--- config.mk ---
export PLATFORM = sky130hd
export DESIGN_NAME = voice_mixer
export DESIGN_NICKNAME = d
export VERILOG_FILES = /design/src/rtl/voice_mixer.sv
export SDC_FILE = /design/constraint.sdc
export NUM_CORES = 1
export LEC_CHECK = 0
export CORE_MARGIN = 8
export CORE_UTILIZATION = 44
export DETAILED_ROUTE_END_ITERATION = 7
export PLACE_DENSITY = 0.9
export SETUP_SLACK_MARGIN = 0.02
export SLEW_MARGIN = 5
export SYNTH_ARGS = -nofsm -noshare
export SYNTH_HDL_FRONTEND = slang
export SYNTH_SLANG_ARGS = --single-unit
--- constraint.sdc ---
create_clock -name clock -period 5.2 [get_ports clock]
set_input_delay 1.04 -clock clock [delete_from_list [all_inputs] [get_ports clock]]
set_output_delay 1.04 -clock clock [all_outputs]
set_load 0.01 [all_outputs]
--- src/rtl/voice_mixer.sv ---
// Sums the active voices' 10-bit samples and scales the sum onto the codec's 32-bit left/right channels.
// Latency: the frame registers one edge after the last required sample; codec_write can assert in the cycle that follows.
// Backpressure: voice_allowed drops per voice once its sample is held and for all voices while a frame waits on codec_allowed.
module voice_mixer #(
    parameter int SAMPLE_W   = 10,
    parameter int OUT_W      = 32,
    parameter int GAIN_SHIFT = 20
) (
    input  logic                clock,
    input  logic                reset,
    input  logic [2:0]          voice_active,
    input  logic [2:0]          voice_write,
    input  logic [2:0]          voice_clear,
    input  logic [SAMPLE_W-1:0] voice_sample0,
    input  logic [SAMPLE_W-1:0] voice_sample1,
    input  logic [SAMPLE_W-1:0] voice_sample2,
    output logic [2:0]          voice_allowed,
    input  logic                codec_allowed,
    output logic                codec_write,
    output logic                codec_clear,
    output logic [OUT_W-1:0]    left_out,
    output logic [OUT_W-1:0]    right_out,
    output logic                overrun
);

    // Three sign-extended samples cannot overflow two extra bits.
    localparam int MIX_W = SAMPLE_W + 2;

    typedef enum logic {COLLECT = 1'b0, SEND = 1'b1} state_t;

    state_t              state, state_nxt;
    logic [2:0]          valid, valid_nxt;
    logic [2:0]          accept;
    logic                ready;
    logic [SAMPLE_W-1:0] sample_in [3];
    logic [SAMPLE_W-1:0] hold      [3];
    logic [MIX_W-1:0]    mix_sum;
    logic [OUT_W-1:0]    mix_ext;
    logic [OUT_W-1:0]    scaled;

    assign sample_in[0] = voice_sample0;
    assign sample_in[1] = voice_sample1;
    assign sample_in[2] = voice_sample2;

    // A frame is ready once every active voice holds a sample; with no voice active there is nothing to send.
    assign ready  = (&(valid | ~voice_active)) & (|voice_active);
    assign accept = voice_write & voice_allowed;

    // Right channel is a mirror of the left; the codec gets mono on both sides.
    assign right_out = left_out;

    // Handshake outputs and next state; reset masks both strobes so a frame caught mid-SEND is never written.
    always_comb begin
        state_nxt     = state;
        codec_write   = 1'b0;
        voice_allowed = 3'b000;
        if (!reset) begin
            if (state == COLLECT) begin
                voice_allowed = ~valid;
                if (ready) state_nxt = SEND;
            end else begin
                codec_write = codec_allowed;
                if (codec_allowed) state_nxt = COLLECT;
            end
        end
    end

    // Valid-bit update: clear beats everything, frame completion and inactive-voice cleanup beat a new write.
    always_comb begin
        valid_nxt = valid;
        for (int i = 0; i < 3; i++) begin
            if (accept[i]) valid_nxt[i] = 1'b1;
            if ((state == COLLECT) && ready && !voice_active[i]) valid_nxt[i] = 1'b0;
            if (codec_write) valid_nxt[i] = 1'b0;
            if (voice_clear[i]) valid_nxt[i] = 1'b0;
        end
    end

    // Sum of active voices, sign-extended to the codec width and scaled up by the gain shift.
    always_comb begin
        mix_sum = '0;
        for (int i = 0; i < 3; i++) begin
            if (voice_active[i])
                mix_sum = mix_sum + {{2{hold[i][SAMPLE_W-1]}}, hold[i]};
        end
        mix_ext = {{(OUT_W-MIX_W){mix_sum[MIX_W-1]}}, mix_sum};
        scaled  = mix_ext << GAIN_SHIFT;
    end

    // State, per-voice holding registers, frame output and status flags.
    always_ff @(posedge clock) begin
        if (reset) begin
            state       <= COLLECT;
            valid       <= 3'b000;
            left_out    <= '0;
            codec_clear <= 1'b0;
            overrun     <= 1'b0;
            for (int i = 0; i < 3; i++) hold[i] <= '0;
        end else begin
            state       <= state_nxt;
            valid       <= valid_nxt;
            codec_clear <= |voice_clear;
            if (|(voice_write & ~voice_allowed)) overrun <= 1'b1;
            if ((state == COLLECT) && ready) left_out <= scaled;
            for (int i = 0; i < 3; i++) begin
                if (accept[i]) hold[i] <= sample_in[i];
            end
        end
    end

endmodule

**Run 1: placement view**

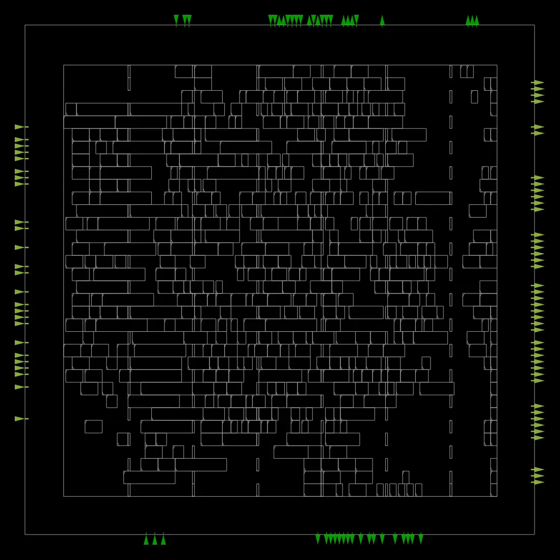
fin util: 55.1%
FP Rows: 34
# fillers: 777

**Run 1: M1 wires**

The bar under the picture is 20 um long. Cells faint in the background.
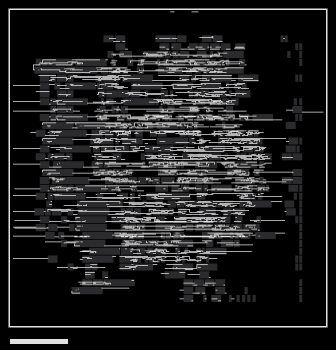
490 nets have wire on it. The wires run mostly horizontal. The layer carries 4210 um of wire.
GRT met1 Usage: 20.4%
Post-Route WL: 10.1 mm
via count: 3284

**Run 1: metal 2**

Cells faint in the background.
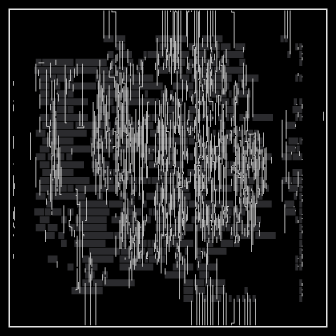
The layer carries 4820 um of wire. The layer holds 48% of the routed length. 480 nets have wire on it.

**Run 1: sequential cells colored by netlist name**

Other sequential cells in the stronger gray, the rest of the logic in the fainter gray.
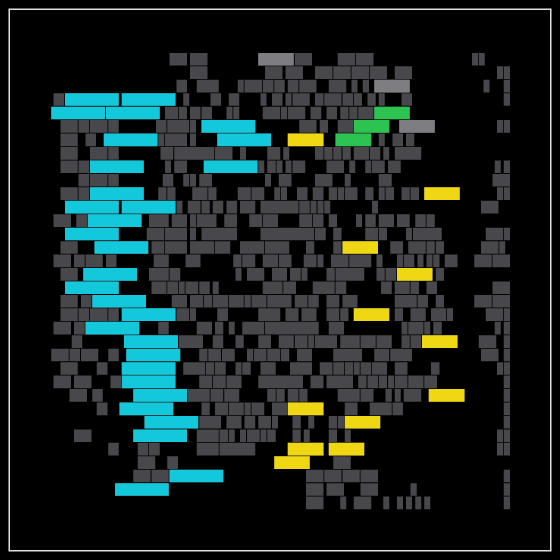
Key: `left_out` = yellow [placed flops 12]; `valid` = green [placed flops 3]; `hold` = cyan [placed flops 30]

==> flow_summary.yaml, run 1 <==
# generated from flow reports
outcome:
  outcome: "finished clean"
drt:
  wl_met3_um: 886
  wl_met2_mm: 4.82
  firstDrtPassIters: 4
  m1WireLength_mm: 4.21
  route.detailed.drc: 0
critical_path:
  endpoint: "left_out[28]"
  cp.required_ns: 5.45
  startpoint_type: "input port"
  end_kind: "flip-flop"
  reg2reg_depth: 20
  worst-r2r-setup-slack_ns: 0.86
  crit_family: "AND-OR/OR-AND gates"
  slowest_delay_ns: 0.55
  crit_cells: 21
final_layout:
  biggestCellCategory: "logic gates"
  nNonClkBuffers: 97
  logic_area_um2: 2250
  final_net_count: 570
  nNonClkInverters: 14
  final-nonclk-buf-share_pct: 19.2
  regArea_um2: 1260
  syn_to_final_growth_pct: 23.8
  flops: 48
floorplan:
  io_pins: 112
  die_h_um: 109
  tap-cell-count: 108
  fp_util_pct: 44.5
  die-area_um2: 11900
yosys:
  synth_area_leader_cell: "edfxtp_1"
  topCellsByArea: "edfxtp_1 (24%), buf_4 (10%), dfxtp_1 (9.4%)"
  avgSynthCellArea_um2: 8.75
  synth.distinct_cells: 62
  synth-xor-area-share_pct: 4.12
  common_cells: "buf_4 (52), nand2_1 (41), nor2b_1 (37), edfxtp_1 (30), a21oi_1 (29)"
  netlist_instances: 437
  ys_sh_adder_pct: 7.82
  top_area_share_pct: 23.6
  ys_cells: 437
  ff_type: "edfxtp_1"
  ys_seq_share_pct: 33.0
  simple_gate_share_pct: 20.1
final_timing:
  worstMarginPinSlew_ns: 0.971
  finalSetupViolCount: 0
  drv_slew: 0
  max_freq_mhz: 206
  min_period_ns: 4.84
  hold_viol: 0
  rsz0062_at_grt: "false"
  finalClockPeriodUsage_pct: 93.2
hold_path:
  hold_path_depth: 2
  holdCritStartpoint: "left_out[20]"
global_routing:
  met3_usage_pct: 3.25
  grt_antenna_before_repair: 0
  grtUsageMet2_pct: 28.2
  grtUsageTotal_pct: 16.5
  grt_max_degree: 31
power:
  switching_share_pct: 32.2
  clk-power_uw: 318
  power_frac_seq_pct: 38.0
  ir_worst_vdd_uv: 156
  power_density_nw_per_um2: 268
  power.group.top: "sequential cells"
run:
  drv_cap: 0
  warnings: 28
cts:
  tritoncts: "done"
  ctsLongestPathBuffers: 2
  cts.sinks: 48
  post_cts_buffers: 0
  h-tree-depth: 2
run 1: metrics by stage:
| stage | instances | hold WS [ns] | instance area (um^2) | utilization, % | worst slack, ns |
|---|---|---|---|---|---|
| after global placement | 609 | 0.464 | 4560 | 53.0 | -0.138 |
| after detailed placement | 609 | 0.468 | 4560 | 53.0 | -0.311 |
| after floorplan | 476 | 0.489 | 4000 | - | 0.0287 |
| final | 616 | 0.478 | 4730 | 55.1 | 0.356 |
| after global routing | 616 | 0.509 | 4730 | 55.1 | 0.192 |
| after CTS | 616 | 0.482 | 4690 | 54.6 | 0.0686 |
run 1: flip-flops by register name (all words and copies together), names as in the netlist:
signal and count:
codec_clear 1, hold 30, overrun 1, state 1, left_out 12, valid 3
==> run 2, diff against run 1 <==
--- a/config.mk
+++ b/config.mk
@@ -6,11 +6,12 @@
 export NUM_CORES = 1
 export LEC_CHECK = 0
 export CORE_MARGIN = 8
-export CORE_UTILIZATION = 44
+export CORE_UTILIZATION = 52
 export DETAILED_ROUTE_END_ITERATION = 7
-export PLACE_DENSITY = 0.9
+export PLACE_DENSITY = 0.95
 export SETUP_SLACK_MARGIN = 0.02
 export SLEW_MARGIN = 5
 export SYNTH_ARGS = -nofsm -noshare
 export SYNTH_HDL_FRONTEND = slang
 export SYNTH_SLANG_ARGS = --single-unit
+export TNS_END_PERCENT = 100
==> constraint.sdc (replaced) <==
create_clock -name clock -period 6.15 [get_ports clock]
set_input_delay 1.23 -clock clock [delete_from_list [all_inputs] [get_ports clock]]
set_output_delay 1.23 -clock clock [all_outputs]
set_load 0.01 [all_outputs]
**Run 2: metal 3**

The bar under the picture is 20 um long. Cells faint in the background.
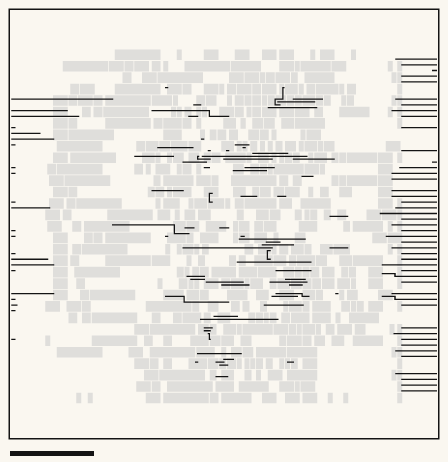
The layer holds 9.5% of the routed length. The layer carries 939 um of wire. The wires run mostly horizontal. The longest straight run is 24.8 um.
met3 GRT Util: 3.71%
via count: 3310
Post-Route WL: 9.91 mm

==> run 2 against run 1 <==
Die area fell by 13%. Final cell count fell by 4.9%. Power fell by 22%. Cell area fell by 5.5%.
==> flow_summary.yaml, run 2 <==
# generated from flow reports
yosys:
  topCellsByArea: "edfxtp_1 (24%), buf_4 (10%), dfxtp_1 (9.4%)"
  synth.distinct_cells: 62
  top_area_share_pct: 23.6
  synth-edff-count: 30
  ys_seq_share_pct: 33.0
  common_cells: "buf_4 (52), nand2_1 (41), nor2b_1 (37), edfxtp_1 (30), a21oi_1 (29)"
  ff_type: "edfxtp_1"
  compound_area_share_pct: 20.1
  avgSynthCellArea_um2: 8.75
  simple_gate_share_pct: 20.1
  yosys_warnings: 0
  top_logic_kind: "AND-OR/OR-AND gates"
  synth_area_leader_cell: "edfxtp_1"
  synth_flops: 48
  async_flop_share_pct: 0
  ys_sh_adder_pct: 7.82
  netlist_instances: 437
  yosys_area_um2: 3820
  ys_sh_mux_pct: 1.05
  synth.most_common_cell: "buf_4"
  ys_cells: 437
  synth-xor-area-share_pct: 4.12
final_timing:
  final.setup.tns_ns: 0
  setup_ws_ns: 0.513
  finalSetupViolCount: 0
  drv_slew: 0
  worstMarginPinSlew_ns: 0.969
  hold_viol: 0
  rsz0062_at_grt: "false"
  fin_hold_ws_ns: 0.477
  max_freq_mhz: 177
  final.setup_skew_ns: 0.00862
  finalClockPeriodUsage_pct: 91.7
  min_period_ns: 5.64
power:
  power_density_nw_per_um2: 223
  p_leak_nw: 1.84
  total_power_uw: 996
  ir_worst_vdd_uv: 102
floorplan:
  die_w_um: 102
  io_pins: 112
  fp_util_pct: 53.3
  die_h_um: 102
  placement_rows: 31
  die-area_um2: 10400
critical_path:
  slowest_delay_ns: 0.63
  path_max_fanout: 5
  endpoint: "left_out[28]"
  cpMostUsedCell: "inv_1"
  critical_path_class: "input port to flip-flop"
  critPathSlowestCell: "a2111oi_0"
  crit_cells: 21
  crit_family: "AND-OR/OR-AND gates"
  startpoint_type: "input port"
  crit_start: "voice_active[0]"
  reg2reg_depth: 20
  arrival_ns: 5.90
  worst-path-buf-inv: 4
  reg2reg_to: "left_out[28]"
  crit_chain: "clkdlybuf4s50_1 -> nand2_1 -> inv_1 -> ha_1 -> inv_1 -> fa_1 -> inv_1 -> maj3_2 -> a22o_1 -> maj3_2 -> a22oi_4 -> a21oi_2 -> or4_1 -> ha_1 -> o21a_1 -> o21a_1 -> o22a_1 -> xnor2_1 -> a2111oi_0 -> nand4_1 -> nand3_1"
  worst-r2r-setup-slack_ns: 1.50
  cp.required_ns: 6.41
  end_kind: "flip-flop"
final_layout:
  final_net_count: 548
  top_register: "hold"
  nNonClkBuffers: 75
  final_cell_mix: "clkdlybuf4s50_1 (71), nand2_1 (41), conb_1 (40)"
  clock_area_share_pct: 2.49
  regArea_um2: 1260
  syn_to_final_growth_pct: 16.9
  logic_gates: 342
  reg.largest.list: "hold (30), left_out (12), valid (3)"
  final_common_cell: "clkdlybuf4s50_1"
  sh_seq_area_pct: 28.2
  nNonClkInverters: 14
  n_clock_buffer: 5
  flops: 48
  largest_register_ffs: 30
  logic_area_um2: 2180
  biggestCellCategory: "logic gates"
  final-nonclk-buf-share_pct: 16.6
hold_path:
  min_path_type: "flip-flop to flip-flop"
  holdCritStartpoint: "left_out[22]"
  whs_endpoint: "left_out[22]"
  hold_path_depth: 2
global_routing:
  grt_overflow: 0
  grt_pass1_wl_mm: 15.2
  grtUsageTotal_pct: 18.7
  grt_max_degree: 31
  grt_antenna_before_repair: 0
  grt_pass1_vias: 3067
drt:
  drtIter0Drc: 252
  firstDrtPassIters: 6
  route.detailed.drc: 0
  avgRoutedWirePerCell_um: 16.9
  antenna_left: 0
outcome:
  outcome: "finished clean"
cts:
  cts.sinks: 48
  cts_resized: 0
  postCtsHoldBufs: 0
  clkTransAtPathRegs_ns: 0.09
  tritoncts: "done"
  h-tree-depth: 2
  clock_latency_ns: 0.31
  post_cts_buffers: 0
  cts_buffers: 5
  ctsLongestPathBuffers: 2
placed_design:
  gp_congestion: 1.05
  io_buffers: 71
  hpwl_mm: 7.96
  pre_cts_ws_ns: 0.243
run:
  warnings: 28
  drv_cap: 0
**Run 2: placement view**

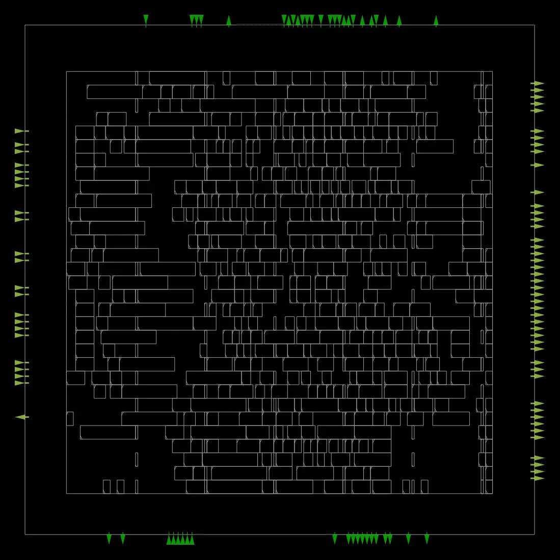
fin util: 62.3%
n_taps: 99
# fillers: 594

[run 2: cell counts after synthesis]
No cell type changed its count.
[run 2: where the power goes]
group	internal (mW)	switching, mW
Sequential	0.377	0.0292
Clock	0.121	0.110
Combinational	0.162	0.197
Total	0.660	0.336
[run 2: cell families after synthesis]
logic type,count (synthesis)
simple gates,147
compound gates,110
buf+inv,86
flops,48
fa+ha+maj,23
xor+xnor,18
mux,4
other cells,1
[run 2: routing by layer]
metal  vias to the layer above  global-route usage [%]  share of wire (%)
met5                         -                       0                  0
met2                       184                    30.9                 47
met1                      1532                    23.0                 41
met3                        23                    3.71                9.5
met4                         0                    8.02                2.9
li1                       1571                       -                  -
[run 2: per-stage QoR]
stage	cells	area [um^2]
floorplan	476	3970
global placement	578	4360
detailed placement	578	4360
CTS	586	4470
global route	586	4470
finish	586	4470
Power figures rest on the tool's default switching activity, not on a simulated workload.
